File: src/rtl/spcpu_mem_bus_ctrl.sv
// spcpu data-port to 16-bit synchronous RAM bridge: byte-addressed 8/16-bit requests become word accesses with byte enables.
// Latency: data_ready in cycle 3+WAIT_STATES (single beat) or 5+WAIT_STATES (misaligned split).
// Backpressure: none; req_rdwr is only sampled in IDLE. Optional stats counters under SPCPU_MEM_BUS_CTRL_STATS_EN.
module spcpu_mem_bus_ctrl #(
    parameter int ADDR_WIDTH  = 16,
    parameter int WAIT_STATES = 0
) (
    input  logic                  clk,
    input  logic                  reset,
    input  logic                  req_rdwr,
    input  logic [ADDR_WIDTH-1:0] addr_in,
    input  logic                  data_acc_sz,
    input  logic                  data_we,
    input  logic [15:0]           write_data,
    output logic [15:0]           read_data,
    output logic                  data_ready,
    output logic                  ram_en,
    output logic                  ram_we,
    output logic [1:0]            ram_be,
    output logic [ADDR_WIDTH-2:0] ram_addr,
    output logic [15:0]           ram_wdata,
    input  logic [15:0]           ram_rdata,
    output logic [15:0]           debug_acc_count,
    output logic [15:0]           debug_split_count
);

    // Encoding of data_acc_sz as used by the CPU package.
    localparam logic ACC_SZ_8  = 1'b0;
    localparam logic ACC_SZ_16 = 1'b1;

    localparam int RAW = ADDR_WIDTH - 1;
    localparam logic [RAW-1:0] WORD_ONE  = 1;
    localparam logic [3:0]     WAIT_LAST = 4'((WAIT_STATES > 0) ? (WAIT_STATES - 1) : 0);

    typedef enum logic [2:0] {
        ST_IDLE,
        ST_ACC0,
        ST_CAP0,
        ST_ACC1,
        ST_CAP1,
        ST_WAIT,
        ST_DONE
    } state_t;

    state_t state;
    state_t next_state;

    logic [ADDR_WIDTH-1:0] req_addr;
    logic                  req_sz;
    logic                  req_we;
    logic [15:0]           req_wdata;
    logic [3:0]            wait_cnt;
    logic                  misaligned;

    logic                  nxt_en;
    logic                  nxt_we;
    logic [1:0]            nxt_be;
    logic [RAW-1:0]        nxt_addr;
    logic [15:0]           nxt_wdata;

    assign misaligned = (req_sz == ACC_SZ_16) && req_addr[0];

    // State register plus request latch; the latch only opens in IDLE.
    always_ff @(posedge clk or posedge reset) begin
        if (reset) begin
            state     <= ST_IDLE;
            req_addr  <= '0;
            req_sz    <= ACC_SZ_8;
            req_we    <= 1'b0;
            req_wdata <= '0;
        end else begin
            state <= next_state;
            if (state == ST_IDLE && req_rdwr) begin
                req_addr  <= addr_in;
                req_sz    <= data_acc_sz;
                req_we    <= data_we;
                req_wdata <= write_data;
            end
        end
    end

    // Wait-state counter: runs only while in WAIT, restarts from zero otherwise.
    always_ff @(posedge clk or posedge reset) begin
        if (reset) begin
            wait_cnt <= '0;
        end else if (state == ST_WAIT) begin
            wait_cnt <= wait_cnt + 4'd1;
        end else begin
            wait_cnt <= '0;
        end
    end

    // Next-state decode; WAIT is skipped entirely when WAIT_STATES is zero.
    always_comb begin
        next_state = state;
        case (state)
            ST_IDLE: if (req_rdwr) next_state = ST_ACC0;
            ST_ACC0: next_state = ST_CAP0;
            ST_CAP0: begin
                if (misaligned)            next_state = ST_ACC1;
                else if (WAIT_STATES == 0) next_state = ST_DONE;
                else                       next_state = ST_WAIT;
            end
            ST_ACC1: next_state = ST_CAP1;
            ST_CAP1: next_state = (WAIT_STATES == 0) ? ST_DONE : ST_WAIT;
            ST_WAIT: if (wait_cnt == WAIT_LAST) next_state = ST_DONE;
            ST_DONE: next_state = ST_IDLE;
            default: next_state = ST_IDLE;
        endcase
    end

    // RAM command for the upcoming state. ACC0 is only entered from IDLE, so
    // its fields come straight from the request inputs being latched this edge.
    always_comb begin
        nxt_en    = 1'b0;
        nxt_we    = 1'b0;
        nxt_be    = 2'b00;
        nxt_addr  = '0;
        nxt_wdata = '0;
        if (next_state == ST_ACC0) begin
            nxt_en   = 1'b1;
            nxt_we   = data_we;
            nxt_addr = addr_in[ADDR_WIDTH-1:1];
            if (data_acc_sz == ACC_SZ_8) begin
                nxt_be    = addr_in[0] ? 2'b10 : 2'b01;
                nxt_wdata = {write_data[7:0], write_data[7:0]};
            end else if (addr_in[0]) begin
                nxt_be    = 2'b10;
                nxt_wdata = {write_data[7:0], 8'h00};
            end else begin
                nxt_be    = 2'b11;
                nxt_wdata = write_data;
            end
        end else if (next_state == ST_ACC1) begin
            // Second half of a split: next word up, wrapping at the top of RAM.
            nxt_en    = 1'b1;
            nxt_we    = req_we;
            nxt_addr  = req_addr[ADDR_WIDTH-1:1] + WORD_ONE;
            nxt_be    = 2'b01;
            nxt_wdata = {8'h00, req_wdata[15:8]};
        end
    end

    // Registered RAM port and completion pulse; async reset kills a write at once.
    always_ff @(posedge clk or posedge reset) begin
        if (reset) begin
            ram_en     <= 1'b0;
            ram_we     <= 1'b0;
            ram_be     <= 2'b00;
            ram_addr   <= '0;
            ram_wdata  <= '0;
            data_ready <= 1'b0;
        end else begin
            ram_en     <= nxt_en;
            ram_we     <= nxt_we;
            ram_be     <= nxt_be;
            ram_addr   <= nxt_addr;
            ram_wdata  <= nxt_wdata;
            data_ready <= (next_state == ST_DONE);
        end
    end

    // Read-data assembly from RAM lanes; writes never disturb read_data.
    always_ff @(posedge clk or posedge reset) begin
        if (reset) begin
            read_data <= '0;
        end else if (!req_we) begin
            if (state == ST_CAP0) begin
                if (req_sz == ACC_SZ_8) begin
                    read_data <= {8'h00, (req_addr[0] ? ram_rdata[15:8] : ram_rdata[7:0])};
                end else if (misaligned) begin
                    read_data[7:0] <= ram_rdata[15:8];
                end else begin
                    read_data <= ram_rdata;
                end
            end else if (state == ST_CAP1) begin
                read_data[15:8] <= ram_rdata[7:0];
            end
        end
    end

`ifdef SPCPU_MEM_BUS_CTRL_STATS_EN
    logic [15:0] acc_count;
    logic [15:0] split_count;

    // Completion counters, one step per request as it passes through DONE.
    always_ff @(posedge clk or posedge reset) begin
        if (reset) begin
            acc_count   <= '0;
            split_count <= '0;
        end else if (state == ST_DONE) begin
            acc_count <= acc_count + 16'd1;
            if (misaligned) split_count <= split_count + 16'd1;
        end
    end

    assign debug_acc_count   = acc_count;
    assign debug_split_count = split_count;
`else
    assign debug_acc_count   = 16'h0000;
    assign debug_split_count = 16'h0000;
`endif

endmodule
File: config.mk
export PLATFORM = sky130hd
export DESIGN_NAME = spcpu_mem_bus_ctrl
export DESIGN_NICKNAME = d
export VERILOG_FILES = /design/src/rtl/spcpu_mem_bus_ctrl.sv
export SDC_FILE = /design/constraint.sdc
export NUM_CORES = 1
export LEC_CHECK = 0
export CAP_MARGIN = 40
export CELL_PAD_IN_SITES_DETAIL_PLACEMENT = 0
export CELL_PAD_IN_SITES_GLOBAL_PLACEMENT = 1
export CORE_AREA = 2 2 107 109
export DETAILED_ROUTE_END_ITERATION = 8
export DIE_AREA = 0 0 109 111
export GPL_TIMING_DRIVEN = 0
export PLACE_DENSITY_LB_ADDON = 0.05
export SLEW_MARGIN = 15
export SYNTH_ARGS = -nofsm -noshare
export SYNTH_HDL_FRONTEND = slang
export SYNTH_SLANG_ARGS = --single-unit
File: constraint.sdc
create_clock -name clk -period 8.4 [get_ports clk]
set_clock_uncertainty 0.05 [all_clocks]
set_input_delay 1.68 -clock clk [delete_from_list [all_inputs] [get_ports clk]]
set_output_delay 1.68 -clock clk [all_outputs]
set_load 0.05 [all_outputs]
==> images/layers.png <==
Scale bar: 20 um.
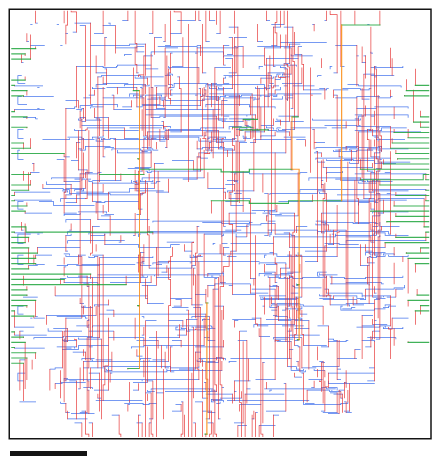
Red is M2, wire length 4560 um. Green is M3, wire length 630 um. Blue is M1, wire length 4250 um. Orange is M4, wire length 211 um.
via count: 3043
total global-route track usage: 0.169

==> images/m4.png <==
Scale bar: 20 um.
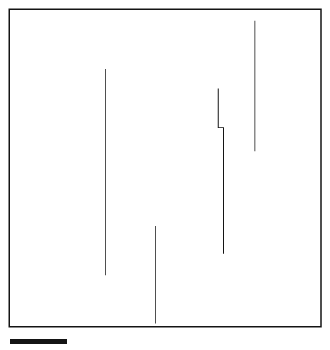
The layer carries 211 um of wire. The longest straight run is 72.1 um.

==> out/qor.csv <==
metric,value,unit
status,"finished, final reports clean",
Final Util,0.501,
Crit path max-delay family,buffers and inverters,
crit path DAT,1500,ps
Synth mux share,0.0647,
Combinational Power Share,0.457,
Top area cell types,"dfrtp_1, nand2_1, buf_4",
core area,0.0111,mm2
Setup crit end kind,output port,
RSZ-0062 raised after global routing,no,
Post-Place Cells,667,
Clock Power Share,0.213,
Syn Inst Count,388,
fraction of registers with async set/reset,1.00,
Cell Pwr Density,355,mW/mm2
final setup fails,0,
share of post-route cells with drive strength above 1,0.128,
Final Critical Period,3230,ps
Tool Warnings,27,
most common cell in the netlist,nand2_1,
WP buf/inv,1,
initial antenna violation count,0,
I/O Buffers,104,
"Design Area, Final",0.00555,mm2
Top logic family,simple AND/OR/NAND/NOR gates,
die width,109,um
CTS Buf Count,9,
syn_area_per_cell,9.97,um2
worst-path fanout max,2,
clk ins delay skew pair,340,ps
Crit Path Category,register to output port,
Yosys top cell area share,0.550,
highest clock rate,0.309,GHz
Hold Path Class,register to register,
clock buffer depth,2,
Critical Path End,read_data[13],
CP Cell Sequence,clkdlybuf4s50_1,
row cnt,39,
==> images/class_map.png <==
Scale bar: 20 um. Fill, decap, tap and diode cells in gray.
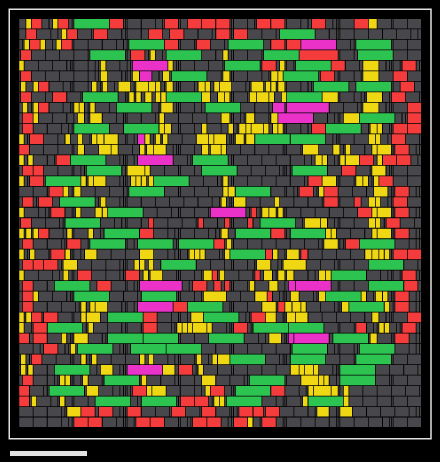
Green is registers, cells 85, share of their area 40%. Yellow is remaining logic cells, cells 286, share of their area 29%. Red is remaining buffers and delay cells, cells 153, share of their area 26%. Magenta is clock drivers and dummy loads, cells 16, share of their area 5.9%.

==> images/gates.png <==
Scale bar: 20 um.
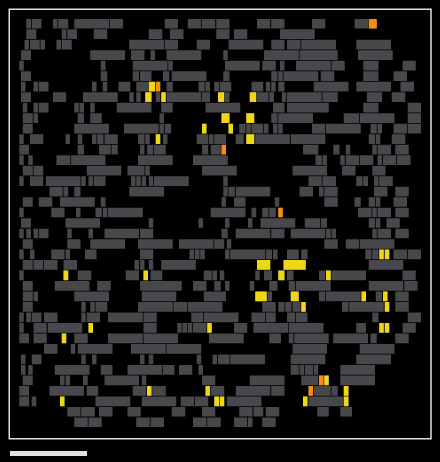
Orange is inv cells, cells 6, most used inv_1. Yellow is nor cells, cells 39, most used nor2_1.
Comb area share: 0.274
Post-Layout Cell Count: 683
most frequent logic cell in the layout: clkdlybuf4s50_1

[layer usage]
metal | GRT usage | vias to the layer above | wire [um]
li1 | - | 1512 | -
met1 | 0.221 | 1415 | 4250
met2 | 0.264 | 103 | 4560
met3 | 0.0370 | 13 | 629
met4 | 0.0803 | 0 | 211
met5 | 0 | - | 0
[layout make-up]
| class | count | area, um2 |
|---|---|---|
| multi-input combinational | 280 | 1520 |
| buffer | 48 | 314 |
| tap | 143 | 179 |
| timing repair buffer | 105 | 1070 |
| clock inverter | 6 | 87.6 |
| fill | 1045 | 5530 |
| clock buffer | 10 | 229 |
| inverter | 6 | 25.0 |
| sequential | 85 | 2130 |
[cell families (layout without fill, tap and decap cells)]
logic type,count (synthesis),in the layout
other,1,32
xor gates and xnor gates,15,15
adders and majority gates,3,3
buffers and inverters,54,175
DFF,85,85
muxes,24,24
and+or+nand+nor,157,157
AOI/OAI and AO/OA,49,49
[power by group through the flow]
stage	logic [mW]	clock network, mW	registers (mW)
2_1_floorplan	0.371	0	0.903
3_3_place_gp	0.900	0	0.655
3_5_place_dp	0.908	0	0.657
4_1_cts	0.912	0.434	0.650
5_1_grt	0.978	0.448	0.670
6_report	0.900	0.420	0.650
[cells in the final DEF (no fill, tap or decap), types with 6 or more instances in the layout]
cell / count
mux2_2: 8
nand2_1: 99
o21ai_0: 26
a21oi_1: 9
xnor2_1: 11
nand3_1: 6
a22o_1: 8
dfrtp_1: 85
mux2i_1: 16
conb_1: 32
buf_4: 34
clkbuf_1: 9
clkbuf_16: 9
nor2_1: 27
clkdlybuf4s50_1: 104
No activity file was given, so power comes from the tool's default toggle rates.
